File: src/rtl/sqrt_pkg.sv
// sqrt_pkg: shared definitions for the Newton-Raphson square-root datapath.
// Holds the sequencer state codes (also decoded by the datapath control
// decoder), the ALU operation codes and the register-file addresses.
package sqrt_pkg;

  // Sequencer state codes; codes 1011..1111 are unused and recover to S0.
  typedef enum logic [3:0] {
    S0  = 4'b0000,  // idle
    S1  = 4'b0001,  // load n
    S2  = 4'b0010,  // x = n
    S3  = 4'b0011,  // root = n / x
    S4  = 4'b0100,  // root += x
    S5  = 4'b0101,  // root /= 2
    S6  = 4'b0110,  // temp = root - x
    S7  = 4'b0111,  // temp = |temp|
    S8  = 4'b1000,  // temp = temp - I
    S9  = 4'b1001,  // x = root
    S10 = 4'b1010   // output
  } state_e;

  // ALU operation codes
  localparam logic [1:0] ALU_ADD = 2'b00;
  localparam logic [1:0] ALU_SUB = 2'b01;
  localparam logic [1:0] ALU_DIV = 2'b10;
  localparam logic [1:0] ALU_ABS = 2'b11;

  // Register-file addresses
  localparam logic [2:0] REG_N      = 3'b001;
  localparam logic [2:0] REG_X      = 3'b010;
  localparam logic [2:0] REG_ROOT   = 3'b011;
  localparam logic [2:0] REG_TEMP   = 3'b100;
  localparam logic [2:0] REG_CONST2 = 3'b101;
  localparam logic [2:0] REG_I      = 3'b110;

endpackage

File: src/rtl/sqrt_sequencer_iter_counter.sv
// iter_counter: iteration counter and timeout flag for the sqrt sequencer.
// Ports:
//   clk, reset   - clock, synchronous active-high reset
//   clear        - start of run: count and timeout go to zero
//   incr         - one S8 visit completed
//   timeout_set  - exit was forced by the iteration limit
//   count        - completed iterations of the current run
//   timeout      - latched forced-exit flag
//   last         - the pending increment reaches MAX_ITER
module iter_counter #(
  parameter int MAX_ITER = 16,
  parameter int CNT_W    = 8
) (
  input  logic             clk,
  input  logic             reset,
  input  logic             clear,
  input  logic             incr,
  input  logic             timeout_set,
  output logic [CNT_W-1:0] count,
  output logic             timeout,
  output logic             last
);

  localparam logic [CNT_W-1:0] LAST_VAL = CNT_W'(MAX_ITER - 1);
  localparam logic [CNT_W-1:0] ONE      = CNT_W'(1);

  logic [CNT_W-1:0] count_d, count_q;
  logic             timeout_d, timeout_q;

  // Next count / timeout: clear wins, otherwise increment and latch the flag
  always_comb begin
    count_d   = count_q;
    timeout_d = timeout_q;
    if (clear) begin
      count_d   = '0;
      timeout_d = 1'b0;
    end else begin
      if (incr) begin
        count_d = count_q + ONE;
      end else begin
        count_d = count_q;
      end
      if (timeout_set) begin
        timeout_d = 1'b1;
      end else begin
        timeout_d = timeout_q;
      end
    end
  end

  // Counter and flag registers
  always_ff @(posedge clk) begin
    if (reset) begin
      count_q   <= '0;
      timeout_q <= 1'b0;
    end else begin
      count_q   <= count_d;
      timeout_q <= timeout_d;
    end
  end

  // Count + 1 == MAX_ITER, so the S8 exit can never overflow the counter
  assign last    = (count_q == LAST_VAL);
  assign count   = count_q;
  assign timeout = timeout_q;

endmodule

File: src/rtl/sqrt_sequencer.sv
// sqrt_sequencer: state generator for the Newton-Raphson square-root datapath.
// Ports:
//   Clk, Reset     - clock, synchronous active-high reset
//   Start          - host request (S0 only)
//   Div_Ready      - divider result valid (S3/S5 only)
//   Alu_Neg        - sign of temp - I (S8 only); 1 means converged
//   Ack            - host has taken the result (S10 only)
//   Current_State  - 4-bit state code to the control decoder
//   Busy, Done     - decoded from the state register
//   Timeout        - latched, exit forced by MAX_ITER
//   Iter_Count     - S8 visits of the current run
// All outputs come straight from registers, so no input reaches an output
// combinationally.
module sqrt_sequencer
  import sqrt_pkg::*;
#(
  parameter int MAX_ITER = 16,
  parameter int CNT_W    = 8
) (
  input  logic             Clk,
  input  logic             Reset,
  input  logic             Start,
  input  logic             Div_Ready,
  input  logic             Alu_Neg,
  input  logic             Ack,
  output logic [3:0]       Current_State,
  output logic             Busy,
  output logic             Done,
  output logic             Timeout,
  output logic [CNT_W-1:0] Iter_Count
);

  state_e state_d, state_q;
  logic   cnt_clear_s;
  logic   cnt_incr_s;
  logic   cnt_timeout_s;
  logic   cnt_last_s;

  iter_counter #(
    .MAX_ITER (MAX_ITER),
    .CNT_W    (CNT_W)
  ) u_iter_counter (
    .clk         (Clk),
    .reset       (Reset),
    .clear       (cnt_clear_s),
    .incr        (cnt_incr_s),
    .timeout_set (cnt_timeout_s),
    .count       (Iter_Count),
    .timeout     (Timeout),
    .last        (cnt_last_s)
  );

  // Next-state and counter-control decode
  always_comb begin
    state_d       = state_q;
    cnt_clear_s   = 1'b0;
    cnt_incr_s    = 1'b0;
    cnt_timeout_s = 1'b0;
    case (state_q)
      S0: begin
        if (Start) state_d = S1;
        else       state_d = S0;
      end
      S1: state_d = S2;
      S2: begin
        state_d     = S3;
        cnt_clear_s = 1'b1;
      end
      // Divider stall: stay put (the write strobe keeps firing) and leave on
      // the edge that sees Div_Ready, so the final write has a valid quotient.
      S3: begin
        if (Div_Ready) state_d = S4;
        else           state_d = S3;
      end
      S4: state_d = S5;
      S5: begin
        if (Div_Ready) state_d = S6;
        else           state_d = S5;
      end
      S6: state_d = S7;
      S7: state_d = S8;
      // Every S8 visit counts, whether the run continues or exits.
      S8: begin
        cnt_incr_s = 1'b1;
        if (Alu_Neg) begin
          state_d = S10;
        end else if (cnt_last_s) begin
          state_d       = S10;
          cnt_timeout_s = 1'b1;
        end else begin
          state_d = S9;
        end
      end
      S9: state_d = S3;
      // Start is ignored here even alongside Ack; the host must re-request.
      S10: begin
        if (Ack) state_d = S0;
        else     state_d = S10;
      end
      default: state_d = S0;
    endcase
  end

  // State register
  always_ff @(posedge Clk) begin
    if (Reset) begin
      state_q <= S0;
    end else begin
      state_q <= state_d;
    end
  end

  assign Current_State = state_q;
  assign Busy          = (state_q != S0);
  assign Done          = (state_q == S10);

endmodule

File: config.mk
export PLATFORM = sky130hd
export DESIGN_NAME = sqrt_sequencer
export DESIGN_NICKNAME = d
export VERILOG_FILES = /design/src/rtl/sqrt_pkg.sv /design/src/rtl/sqrt_sequencer_iter_counter.sv /design/src/rtl/sqrt_sequencer.sv
export SDC_FILE = /design/constraint.sdc
export NUM_CORES = 1
export LEC_CHECK = 0
export CAP_MARGIN = 20
export CORE_MARGIN = 2
export CORE_UTILIZATION = 45
export CTS_CLUSTER_DIAMETER = 100
export DETAILED_ROUTE_END_ITERATION = 8
export PLACE_DENSITY = 0.76
export SETUP_SLACK_MARGIN = 0.15
export SYNTH_ARGS = -nofsm -noshare
export SYNTH_HDL_FRONTEND = slang
export SYNTH_SLANG_ARGS = --single-unit
File: constraint.sdc
create_clock -name Clk -period 2.33 [get_ports Clk]
set_input_delay 0.466 -clock Clk [delete_from_list [all_inputs] [get_ports Clk]]
set_output_delay 0.466 -clock Clk [all_outputs]
set_load 0.05 [all_outputs]
Clock wires, drivers and flops:
The bar under the picture is 10 microns long.
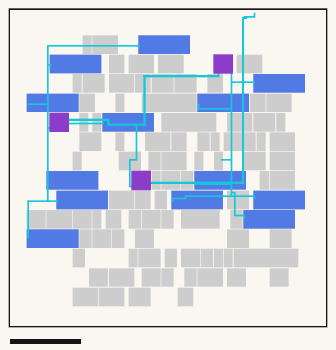
flip-flops: in blue, count 13. clock-net drivers: in purple, count 3. clock wires: in cyan, length 189 microns.
There are 4 routed clock nets.
Clock net power: 0.139 mW
Clock Power Share: 30.2%
Max Clock Skew: 5.22 ps

Met3 routing:
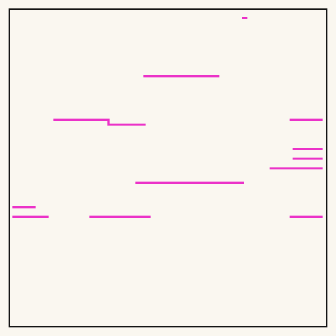
The layer carries 78.7 microns of wire. The layer holds 5.1% of the routed length. 10 nets have wire on it. The wires run mostly horizontal.
drt total wl: 1540 microns
Vias: 668
GR Util met3: 7.35%

==> job_summary.md <==
## PnR job results

| Metric | Value |
|---|---|
| Cycle use final | between 80% and 90% |
| Remaining global-route overflow | 0 |
| Post-CTS Setup Inserts | 0 |
| YS warnings | 0 |
| Setup_tns | 0 ps |
| Post-synth tally of flip-flops with integrated enable | 0 |
| Worst Hold Launch | u_iter_counter.timeout |
| P_int | between 0.3 and 0.4 mW |
| Worst Path Class, Setup | register to output port |
| WHS | 490 ps |
| Final WS setup | about 340 ps |
| Synth Cell Area | approximately 730 sq um |
| CTS buffer count | 3 |
| Clock transition at path regs | around 80 ps |
| WP data arrival | between 1500 and 2000 ps |
| Top sig layer | met4 |
| M1 WL | about 760 microns |
| Syn nets | between 90 and 100 |
| Comb/total area | between 40% and 50% |
| Met1 Track Usage GR | between 20% and 30% |
| Cell accounting for the most synthesized area | dfxtp_1 |
| Setup-failing EPs final | 0 |
| Placed cells | roughly 120 |
| Tool warnings | 26 |
| H-tree level count | 1 |
| Outcome | finished clean |
| Hold depth | 2 |
| Peak Freq | a little over 500 MHz |
| Worst R2R Setup Slack | ~490 ps |
| Least-Margin Pin Slew | around 600 ps |
| Final net count | 112 |
| Req. time, crit path | 1860 ps |
| Highest-count logic cell in the final layout | clkdlybuf4s50_1 |
| Final Hold Viols | 0 |
| DR iter-0 viols | 12 |
| Critical path startpoint | u_iter_counter.count[0] |
| Yosys Instances | about 85 |
| Largest cells by area | dfxtp_1 36%, xnor2_1 6.0%, nor4_4 5.8%, a21oi_1 4.8%, nor2_1 4.6% |
| Met2 Usage GRT | between 20 and 25% |
| Vias in the first global route | slightly below 600 |
| Main logic family | simple AND/OR/NAND/NOR gates |
| Dpl hpwl | about 1100 microns |
| Post-layout instance area | around 960 sq um |
| Top-area cell share | between 30% and 40% |
| Synth Register Bits | 13 |
| Gate Count Post-Synth | 85 |
| Met3 WL | 78 microns |
Ports around the boundary:
Pins as bars across the die edge, other pins in grey.
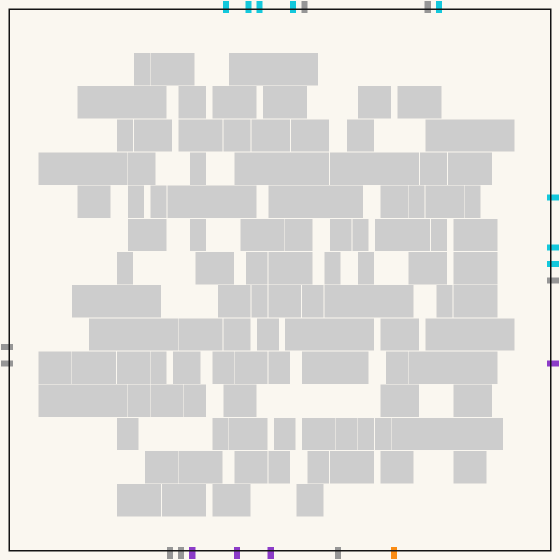
Iter_Count: in cyan, pins 8, direction output, edge 5 top, 3 right. Done: in orange, pins 1, direction output, edge bottom. Current_State: in purple, pins 4, direction output, edge 3 bottom, 1 right.
All pins by edge: 7 bottom, 7 top, 5 right, 2 left.
Die X: 44.3 microns
Die Y: 44.3 microns
Port Buf Inserts: 20

Placement view:
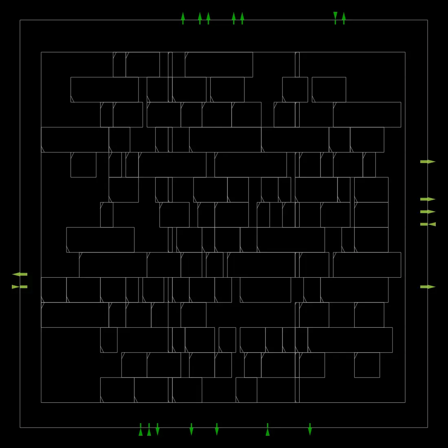
# Taps: 16
flip-flops: 13
non-filler instance count after layout: 120
flop share of the area: 27.1%
FP Rows: 14

Power and IR drop assume default switching activity.
